<file path="src/rtl/ffe_pkg.sv">
// Shared definitions for the FFE coefficient loader and controller:
// FSM state encodings and default tap geometry.
package ffe_pkg;

   typedef enum logic [1:0] {
      ST_IDLE    = 2'd0,
      ST_FILL    = 2'd1,
      ST_PENDING = 2'd2
   } ffe_state_t;

   localparam int DEFAULT_DEPTH       = 4;
   localparam int DEFAULT_COEFF_WIDTH = 8;

endpackage

</file>
<file path="src/rtl/ffe_coeff_bank.sv">
// One DEPTH-entry coefficient register bank: single write port,
// combinational read port, asynchronous clear to zero.
module ffe_coeff_bank #(
   parameter int DEPTH       = 4,
   parameter int COEFF_WIDTH = 8,
   parameter int ADDR_SIZE   = $clog2(DEPTH)
) (
   input  logic                   i_clk,
   input  logic                   i_rst_n,
   input  logic                   i_we,
   input  logic [ADDR_SIZE-1:0]   i_waddr,
   input  logic [COEFF_WIDTH-1:0] i_wdata,
   input  logic [ADDR_SIZE-1:0]   i_raddr,
   output logic [COEFF_WIDTH-1:0] o_rdata
);

   logic [COEFF_WIDTH-1:0] r_mem [DEPTH];

   // Storage: cleared on reset, written one entry per accepted beat.
   always_ff @(posedge i_clk or negedge i_rst_n) begin
      if (!i_rst_n) begin
         for (int i = 0; i < DEPTH; i++) begin
            r_mem[i] <= '0;
         end
      end else if (i_we) begin
         r_mem[i_waddr] <= i_wdata;
      end
   end

   assign o_rdata = r_mem[i_raddr];

endmodule

</file>
<file path="src/rtl/ffe_coeff_loader.sv">
// Coefficient loader: streams DEPTH taps into the shadow bank, then swaps
// shadow and active banks only when the controller signals a pass boundary.
//
// Handshake: a beat transfers on a rising edge where coeff_valid and
// coeff_ready are both high. coeff_ready depends only on the FSM state (high
// in FILL), never on coeff_valid; the source may hold or drop coeff_valid
// freely, and a beat offered while coeff_ready is low is simply not taken.
module ffe_coeff_loader
   import ffe_pkg::*;
#(
   parameter int DEPTH       = DEFAULT_DEPTH,
   parameter int COEFF_WIDTH = DEFAULT_COEFF_WIDTH,
   parameter int ADDR_SIZE   = $clog2(DEPTH)
) (
   input  logic                   ffe_clk,
   input  logic                   rst,
   input  logic                   cfg_start,
   input  logic [COEFF_WIDTH-1:0] coeff_in,
   input  logic                   coeff_valid,
   output logic                   coeff_ready,
   input  logic                   swap_ok,
   input  logic [ADDR_SIZE-1:0]   rd_addr,
   output logic [COEFF_WIDTH-1:0] coeff_out,
   output logic                   active_bank,
   output logic                   load_done,
   output logic                   load_busy,
   output ffe_state_t             dbg_state
);

   localparam logic [ADDR_SIZE-1:0] LAST_IDX = ADDR_SIZE'(DEPTH - 1);

   ffe_state_t             r_state;
   ffe_state_t             w_state_nxt;
   logic [ADDR_SIZE-1:0]   r_wr_ptr;
   logic [ADDR_SIZE-1:0]   w_ptr_nxt;
   logic [ADDR_SIZE-1:0]   w_wr_addr;
   logic                   r_active_bank;
   logic                   r_load_done;
   logic                   w_wr_fire;
   logic                   w_swap;
   logic                   w_coeff_ready;
   logic                   w_load_busy;
   logic                   w_we0;
   logic                   w_we1;
   logic [COEFF_WIDTH-1:0] w_rdata0;
   logic [COEFF_WIDTH-1:0] w_rdata1;

   // State register.
   always_ff @(posedge ffe_clk or negedge rst) begin
      if (!rst) begin
         r_state <= ST_IDLE;
      end else begin
         r_state <= w_state_nxt;
      end
   end

   // Next state, write pointer update, handshake and swap decisions.
   always_comb begin
      w_state_nxt   = r_state;
      w_ptr_nxt     = r_wr_ptr;
      w_wr_addr     = r_wr_ptr;
      w_wr_fire     = 1'b0;
      w_swap        = 1'b0;
      w_coeff_ready = 1'b0;
      w_load_busy   = 1'b0;
      case (r_state)
         ST_IDLE: begin
            if (cfg_start) begin
               w_state_nxt = ST_FILL;
               w_ptr_nxt   = '0;
            end
         end
         ST_FILL: begin
            w_coeff_ready = 1'b1;
            w_load_busy   = 1'b1;
            w_wr_fire     = coeff_valid;
            if (cfg_start) begin
               // Restart: a beat taken this same cycle lands at tap 0.
               w_wr_addr = '0;
               w_ptr_nxt = coeff_valid ? ADDR_SIZE'(1) : '0;
            end else if (coeff_valid) begin
               w_ptr_nxt = r_wr_ptr + ADDR_SIZE'(1);
               if (r_wr_ptr == LAST_IDX) begin
                  w_state_nxt = ST_PENDING;
               end
            end
         end
         ST_PENDING: begin
            w_load_busy = 1'b1;
            if (swap_ok) begin
               w_swap      = 1'b1;
               w_state_nxt = ST_IDLE;
            end
         end
         default: begin
            w_state_nxt = ST_IDLE;
         end
      endcase
   end

   // Write pointer, bank select and the registered done pulse.
   always_ff @(posedge ffe_clk or negedge rst) begin
      if (!rst) begin
         r_wr_ptr      <= '0;
         r_active_bank <= 1'b0;
         r_load_done   <= 1'b0;
      end else begin
         r_wr_ptr      <= w_ptr_nxt;
         r_active_bank <= r_active_bank ^ w_swap;
         r_load_done   <= w_swap;
      end
   end

   // Only the shadow bank (the one not selected) is ever written.
   assign w_we0 = w_wr_fire &  r_active_bank;
   assign w_we1 = w_wr_fire & ~r_active_bank;

   ffe_coeff_bank #(
      .DEPTH       (DEPTH),
      .COEFF_WIDTH (COEFF_WIDTH),
      .ADDR_SIZE   (ADDR_SIZE)
   ) u_bank0 (
      .i_clk   (ffe_clk),
      .i_rst_n (rst),
      .i_we    (w_we0),
      .i_waddr (w_wr_addr),
      .i_wdata (coeff_in),
      .i_raddr (rd_addr),
      .o_rdata (w_rdata0)
   );

   ffe_coeff_bank #(
      .DEPTH       (DEPTH),
      .COEFF_WIDTH (COEFF_WIDTH),
      .ADDR_SIZE   (ADDR_SIZE)
   ) u_bank1 (
      .i_clk   (ffe_clk),
      .i_rst_n (rst),
      .i_we    (w_we1),
      .i_waddr (w_wr_addr),
      .i_wdata (coeff_in),
      .i_raddr (rd_addr),
      .o_rdata (w_rdata1)
   );

   assign coeff_out   = r_active_bank ? w_rdata1 : w_rdata0;
   assign active_bank = r_active_bank;
   assign load_done   = r_load_done;
   assign coeff_ready = w_coeff_ready;
   assign load_busy   = w_load_busy;
   assign dbg_state   = r_state;

endmodule

</file>
<file path="config.mk">
export PLATFORM = sky130hd
export DESIGN_NAME = ffe_coeff_loader
export DESIGN_NICKNAME = d
export VERILOG_FILES = /design/src/rtl/ffe_pkg.sv /design/src/rtl/ffe_coeff_bank.sv /design/src/rtl/ffe_coeff_loader.sv
export SDC_FILE = /design/constraint.sdc
export NUM_CORES = 1
export LEC_CHECK = 0
export CAP_MARGIN = 20
export CELL_PAD_IN_SITES_DETAIL_PLACEMENT = 2
export CELL_PAD_IN_SITES_GLOBAL_PLACEMENT = 2
export CORE_MARGIN = 5
export CORE_UTILIZATION = 40
export DETAILED_ROUTE_END_ITERATION = 10
export PLACE_DENSITY = 0.79
export SLEW_MARGIN = 15
export SYNTH_ARGS = -nofsm -noshare
export SYNTH_HDL_FRONTEND = slang
export SYNTH_SLANG_ARGS = --single-unit
</file>
<file path="constraint.sdc">
create_clock -name ffe_clk -period 3 [get_ports ffe_clk]
set_clock_uncertainty 0.15 [all_clocks]
set_input_delay 0.75 -clock ffe_clk [delete_from_list [all_inputs] [get_ports ffe_clk]]
set_output_delay 0.75 -clock ffe_clk [all_outputs]
set_load 0.1 [all_outputs]
</file>
==> notes.md, run 1 <==
Flow results are below.

- The detailed router put a total of 3490 um of wire on met1.
- The fraction of final cell area spent on non-clock buffers in this run is 13.0%.
- The register fraction of the total cell area is 41.9%, for reference.
- The highest signal layer in the routed design is met4, for reference.
- The layout inverter count without the clock tree is 4, for reference.
- The type recorded for the worst min-delay path is input port to async pin.
- In the layout the commonest cells are dfrtp_1 (69), mux2_2 (64), mux4_1 (15), buf_4 (14), buf_12 (13).
- The ratio of routed vias to standard cells is 5.53, for reference.
- The start point of the critical path is rd_addr[0], for reference.
- The slowest stage of the critical path is the mux4_1 cell.
- The kind of end point of the critical path is an output pin, for reference.
- After layout, the worst setup slack is 0.0204 ns.
- The die outline height is 102 um, for reference.
- The detailed-route via count is 1987, for reference.
- The capture point of the critical path is coeff_out[7], for reference.
- The worst VDD IR drop from the latest analysis is 0.416 mV.
- After detailed placement, the total cell area comes to 3960 um^2.
- The total of clock buffers placed in the layout is 12, for reference.
- The async set or reset register ratio after synthesis is 100%, for reference.
- The flow ran to the end, and the final reports show no timing, DRC or antenna violations.
- The final core utilization is 50.6%, for reference.
- The clock insertion delay at the later pin of the skew report is 0.34 ns, for reference.
- The cell repeated most along the worst path is buf_12, for reference.
- The longest incremental delay of any stage on the critical path is reported as 0.56 ns.
- The floorplan row count is 33, for reference.
- The core region is 8260 um^2.
- The number of resized instances in the post-cts repair step is 10, for reference.
- 29 I/O pins were placed.
- The floorplan step records an initial core utilization of 41.2%.
- The number of tapcells is 105, for reference.
- The detailed-route wire length is 8230 um, for reference.
- Of all the cell area in the finished design, the clock network holds 4.01%.
- The synthesis report lists the most area-consuming cells as dfrtp_1 (52%), mux2_2 (22%), mux4_1 (12%).
- In the post-synthesis netlist, the cell with the most instances is dfrtp_1.
- The H-tree depth is 3, for reference.
- The cell taking the most area after synthesis is dfrtp_1, for reference.
- The cell count after placement is 341, for reference.
- The total setup buffers inserted after CTS is 0, for reference.
- The flip-flop cell with the highest count after synthesis is dfrtp_1, for reference.
- Per the area breakdown, the dominant cell category is flip-flops and latches.
- Counting flops and latches in the post-synthesis netlist gives 70.
- The diode insertion count for antenna repair is 0, for reference.
- The number of buffers other than clock buffers in the final layout is 42, for reference.
- The multi-input combinational cells in the finished layout cover a total of 1570 um^2.
- The final timing report lists a max-slew violation count of 0.
- The count of port buffers added during placement is 28, for reference.
- The maximum operating frequency is 336 MHz, for reference.
- The clock slew at the register clock pins of the worst setup and hold paths is 0.07 ns, for reference.
- The net count entering floorplan is 226, for reference.
- According to the cell report, the number of logic gates is 122.
- The detailed-routed wire length on met2 is 4360 um, for reference.
- The pre-CTS setup check shows a worst slack of -0.440 ns.
- According to the cell report, flip-flops and latches in the layout number 70.
- For this design, the CTS-stage hold fixing added 0 buffers.
- For this run, the post-layout net count is 269.
- In the Yosys report the total cell count is 206.
- The routed layout reports a DRC error count of 0.
- Across all checked pins, the minimum headroom to the slew limit is 52.4%.
- The sequential fraction of the synthesis area is 51.5%, for reference.
- Summed over all failing endpoints, the final setup total negative slack is 0 ns.
- The number of global-route vias before repair was 2278.
- The total power per unit cell area is 986 nW/um^2, for reference.
- The area added between synthesis and finish is 22.9%, for reference.
- The number of antenna violations at the first check in global routing is 0, for reference.
- The logic depth of the worst register-to-register path is 4, for reference.
- In the placement report, post-DP HPWL is listed as 4930 um.
- Per the synthesis report, the number of distinct cell types is 31.
- The post-route netlist has 51.2% of its cells at a drive strength greater than 1.
- The slew at the pin with the worst max-slew slack is 0.714 ns, for reference.
- The final timing report lists a hold violation count of 0.
- The layout report gives the multi-input gate share of total cell area as 37.5%.
- The yosys synthesis warning count is 0, for reference.
- The chip area estimate from yosys synthesis is 3400 um^2, for reference.
- The signal on the critical path passes through buf_4, buf_12, mux4_1, mux2_4, buf_12.
- The average instance in the mapped netlist occupies 16.5 um^2.
- The area taken by flip-flops and latches is 1750 um^2, for reference.
- The clock tree from TritonCTS is done, for reference.
- The width of the die is 102 um, for reference.
- Per the timing report, the most critical flop-to-flop path originates at active_bank$_DFF_PN0_.
- The number of flops mapped to enable cells by yosys is 0, for reference.
- Looking at the reg2reg group, the worst path ends at u_bank0.r_mem[19]$_DFFE_PN0P_.
- The class of the most critical setup path is input port to output pin, for reference.
- Before antenna repair, the detailed router went through 4 iterations.
- From the final report, the count of setup violators was given as 0.
- The total power is 0.00412 W, for reference.
- The cell area after layout is 4180 um^2, for reference.
- The post-synthesis instance area is 3400 um^2, for reference.
- The number of DRC markers after the initial detailed-route iteration is 98, for reference.
- The synthesized instance count is 206.
- The finished layout holds 359 standard cells, fillers aside.
- The TritonCTS sink count is 70, for reference.
- The worst-case reg-to-reg setup slack stands at 0.78 ns.
- The number of nets with antenna violations after routing is 0, for reference.
- CTS added clock buffers totalling 9.
- The total of max-cap violations is 0, for reference.
- Entering global routing, the biggest net connects 71 pins.
- The ratio of final minimum period to clock period is 99.3%, for reference.
- The count of tool warnings is 29, for reference.
- Final hold analysis gives a worst-case slack of 0.261 ns.
- The peak-usage layer in the global routing report is met2, for reference.
- The critical path required time is 2.10 ns, for reference.
- STA classifies the critical path startpoint as an input port.
- The critical-path maximum fanout is 8, for reference.
- After synthesis, the most frequently instantiated cells are dfrtp_1 (70), mux2_2 (66), mux4_1 (16), mux2_4 (8), ha_1 (5).
- After synthesis, the largest area contributor takes up 51.5% of total cell area.
- The top logic cell by instance count in the layout is dfrtp_1, for reference.
- STA puts the critical path data arrival time at 2.08 ns.
- The script logs the mean routed wire length per placed instance as 22.9 um.
- The number of buffers between clock root and the deepest sink is 2, for reference.
- The last weighted congestion value of the routability-driven placer is 0.688, for reference.
- The chip area is 10400 um^2, for reference.
- The total leakage power is 2.02 nW, for reference.
- The tree is rooted in a clkbuf_8.
- Summed over all layers, the global routing overflow is 0.
- The smallest clock period supported by the final layout is computed as 2.98 ns.
- The wire length of the first global-routing pass is 13100 um, for reference.
- Summed over all nets, wire length on met3 after detailed routing comes to 285 um.
- Per the layout report, the design carries 770 filler cells.
-- run 1: critical path: cells and delay by family --
kind / cells / cell delay (ns)
buffers and inverters: 3 / 0.44
multiplexers: 2 / 0.88
-- run 1: logic make-up after synthesis --
group           share of synthesized area (%)
mux                                      37.7
fa+ha+maj                                1.84
xor+xnor                                0.258
buf+inv                                  2.57
simple gates                             4.49
compound gates                           1.58
flops                                    51.5
-- run 1: report_power, final --
part	leakage [nW]	switching, W	total [W]	internal [W]
sequential	0.924	0.000226	0.00149	0.00127
combinational	1.01	0.00112	0.00197	0.000853
clock	0.0861	0.000341	0.000660	0.000319
-- run 1: sequential cells by signal, summed over array words and instances, names as in the netlist --
register	count
u_bank0.r_mem	32
u_bank1.r_mem	32
dbg_state	2
r_wr_ptr	2
active_bank	1
load_done	1
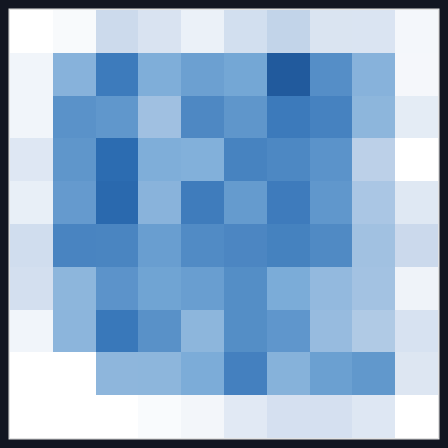
Figure 1: run 1, cell area per tile.
The die is cut into 10 by 10 equal tiles; white is low, dark blue is high, 0 to 100% covered.
densest ninth of the die: centre
tiles over 75% full: 3.0%
nearly empty tiles: 8.0%
mean over tiles: 39%
fullest tile: 83%
emptiest ninth of the die: lower left

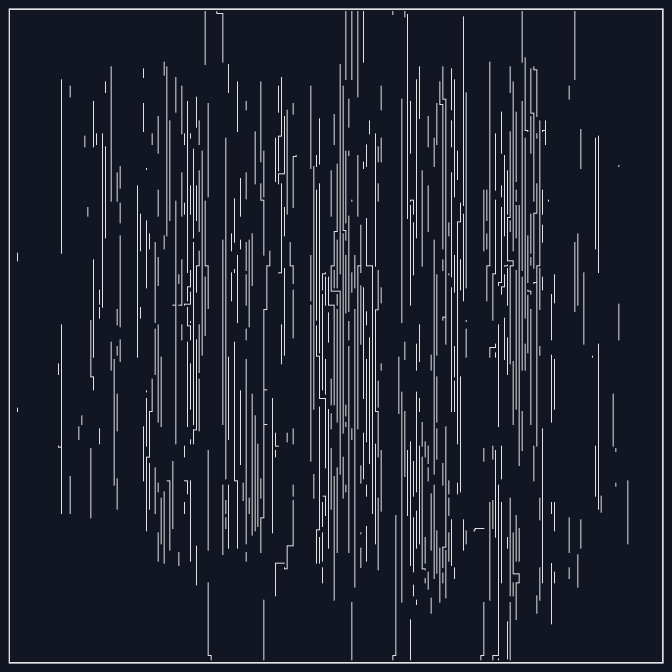
Figure 2: run 1, M2 wires.
main direction: vertical
wire length on this layer: 4360 um
share of all routed wire: 53%
longest straight run: 53.4 um

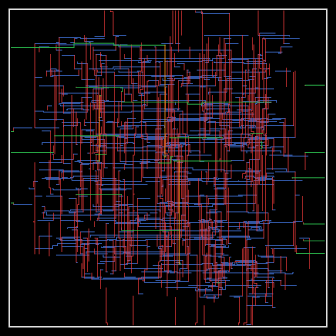
Figure 3: run 1, routed metal, one colour a layer.
| colour | layer | wire length |
|---|---|---|
| blue | M1 | 3490 um |
| orange | M4 | 90.4 um |
| red | M2 | 4360 um |
| green | M3 | 286 um |

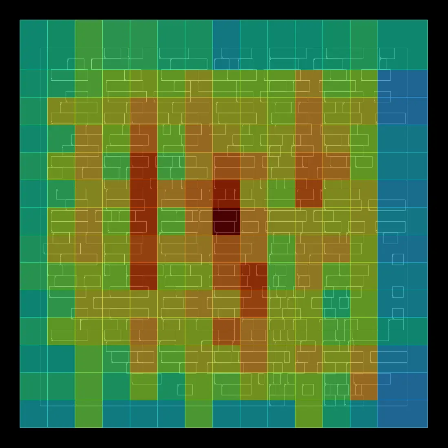
Figure 4: run 1, routing congestion.
met1 routing resource usage after global routing: 21.7%
GRT met3 Usage: 5.05%
All-Layer GR Usage: 17.5%
met2 global-route usage: 29.9%

==> inputs of run 2 (changes only) <==
--- a/config.mk
+++ b/config.mk
@@ -5,12 +5,12 @@
 export SDC_FILE = /design/constraint.sdc
 export NUM_CORES = 1
 export LEC_CHECK = 0
-export CAP_MARGIN = 20
 export CELL_PAD_IN_SITES_DETAIL_PLACEMENT = 2
 export CELL_PAD_IN_SITES_GLOBAL_PLACEMENT = 2
 export CORE_MARGIN = 5
 export CORE_UTILIZATION = 40
 export DETAILED_ROUTE_END_ITERATION = 10
+export HOLD_SLACK_MARGIN = 0.05
 export PLACE_DENSITY = 0.79
 export SLEW_MARGIN = 15
 export SYNTH_ARGS = -nofsm -noshare
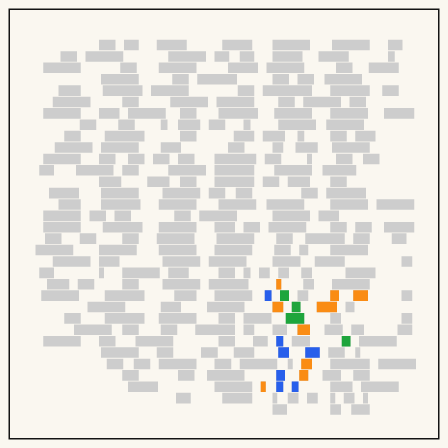
Figure 5: run 2, gate families picked out.
| colour | family | cells |
|---|---|---|
| blue | aoi and oai cells | 7 |
| orange | nand cells | 9 |
| green | and/or cells | 4 |

==> run 2 against run 1 <==
Compared with the run above: first-iteration DRC count stayed put; sequential power hardly changed; largest power group unchanged; non-clock buffer count stayed put; area after synthesis stayed put; worst setup slack stayed put; via count stayed put; fmax stayed put; global-route usage stayed put; wire length stayed put; critical path depth stayed put; highest routed layer unchanged.
==> notes.md, run 2 <==
Flow results are below.

- The run finished with clean final reports.
- The area share of xor/xnor cells in the synthesized design is 0.258% (unchanged), for reference.
- The count of final hold-check violations is 0 (unchanged), for reference.
- The slowest library cell on the worst path is mux4_1, for reference.
- The final critical path time including I/O delays and setup is 2.98 ns (unchanged), for reference.
- The area of the multi-input gates is 1570 um^2 (unchanged), for reference.
- The fraction of the core area occupied by cells at floorplan is 41.2% (unchanged), for reference.
- The critical-path maximum fanout is 8 (unchanged), for reference.
- The net count entering floorplan is 226 (unchanged), for reference.
- The tightest min-delay check is of the input port to async pin type.
- The maximum number of pins on one net before global-route repair is 71 (unchanged), for reference.
- The simple-gate share of the synthesized area is 4.49% (unchanged), for reference.
- The wire length of the first global-routing pass is 13100 um (unchanged).
- The last weighted congestion value of the routability-driven placer came to 0.688 (unchanged).
- The detailed-route wire length was 8230 um (unchanged).
- The overall routing resource usage was 17.5% (unchanged).
- The critical path required time came to 2.10 ns (about the same).
- The cell-internal power is 0.00244 W (unchanged).
- The fraction of area in clock buffers and inverters is 4.01% (unchanged), for reference.
- The met3 wire length is 285 um (unchanged), for reference.
- The width of the die is 102 um (unchanged), for reference.
- The main logic family after synthesis is multiplexers, for reference.
- The final routed wire length divided by cell count is 22.9 um (unchanged).
- Ranking logic cells in the layout by count gives the top entries dfrtp_1 (69), mux2_2 (64), mux4_1 (15), buf_4 (14), buf_12 (13).
- The total power was 0.00412 W (unchanged).
- The power drawn by the clock network was 0.000660 W (about the same).
- The sequential group share of total power is 36.2% (about the same), for reference.
- The count of unresolved DRC violations after routing is 0 (unchanged), for reference.
- The yosys synthesis warning count was 0 (unchanged).
- The logic depth of the worst register-to-register path is 4 (unchanged).
- The clock tree from TritonCTS is done, for reference.
- The number of flops mapped to enable cells by yosys was 0 (unchanged).
- The final HPWL from detailed placement is 4930 um (unchanged).
- The detailed-route via count is 1987 (unchanged), for reference.
- The area added between synthesis and finish is 22.9% (unchanged), for reference.
- The relative contribution of combinational cells to total power is 47.8% (about the same), for reference.
- The total of max-cap violations is 0 (unchanged), for reference.
- The commonest register cell is dfrtp_1.
- The combinational gate power was 0.00197 W (about the same).
- The async set or reset register ratio after synthesis is 100% (unchanged), for reference.
- The register-to-register path setup slack is 0.78 ns (about the same), for reference.
- The ratio of routed vias to standard cells is 5.53 (unchanged).
- The total leakage power was 2.02 nW (unchanged).
- Per the timing report, the most critical flop-to-flop path originates at active_bank$_DFF_PN0_.
- The report lists the cells along the critical path as buf_4, buf_12, mux4_1, mux2_4, buf_12.
- The number of buffers between clock root and the deepest sink came to 2 (unchanged).
- The cell area after layout was 4180 um^2 (unchanged).
- The number of DRC markers after the initial detailed-route iteration is 98 (unchanged), for reference.
- The number of setup violations in the final report is 0 (unchanged), for reference.
- The number of max-slew violations in the final report came to 0 (unchanged).
- The worst slew slack as a fraction of its limit is 52.4% (unchanged), for reference.
- The compound-cell area share of the yosys netlist is 1.58% (unchanged), for reference.
- The share of final layout cell area taken by non-clock buffers came to 13.0% (unchanged).
- The detailed-routed wire length on met2 is 4360 um (unchanged).
- The number of antenna violations at the first check in global routing is 0 (unchanged).
- The number of resized instances in the post-cts repair step was 10 (unchanged).
- The die outline height is 102 um (unchanged).
- The number of tapcells is 105 (unchanged), for reference.
- The number of instances in the synthesized netlist was 206 (unchanged).
- The core outline area was 8260 um^2 (unchanged).
- The share of synthesized area spent on multiplexers is 37.7% (unchanged).
- The highest signal layer in the routed design is met4, for reference.
[run 2: cell counts after synthesis]
No cell type changed its count.
[run 2: metrics by stage]
step	setup TNS [ns]	cells	utilization, %	hold WS (ns)
global route	-0.00657	359	50.6	0.287
global placement	-3.07	341	47.9	0.329
CTS	0	359	50.6	0.269
detailed placement	-3.37	341	47.9	0.339
finish	0	359	50.6	0.261
floorplan	0	206	-	0.304
[run 2: worst max path at each step]
stage               slack [ns]                       endpoint
global route            -0.007                   coeff_out[7]
floorplan                 0.02  u_bank0.r_mem[16]$_DFFE_PN0P_
global placement         -0.39                   coeff_out[6]
finish                    0.02                   coeff_out[7]
detailed placement       -0.44                   coeff_out[1]
CTS                       0.02                   coeff_out[6]
Power is estimated from default activity; no workload was simulated.
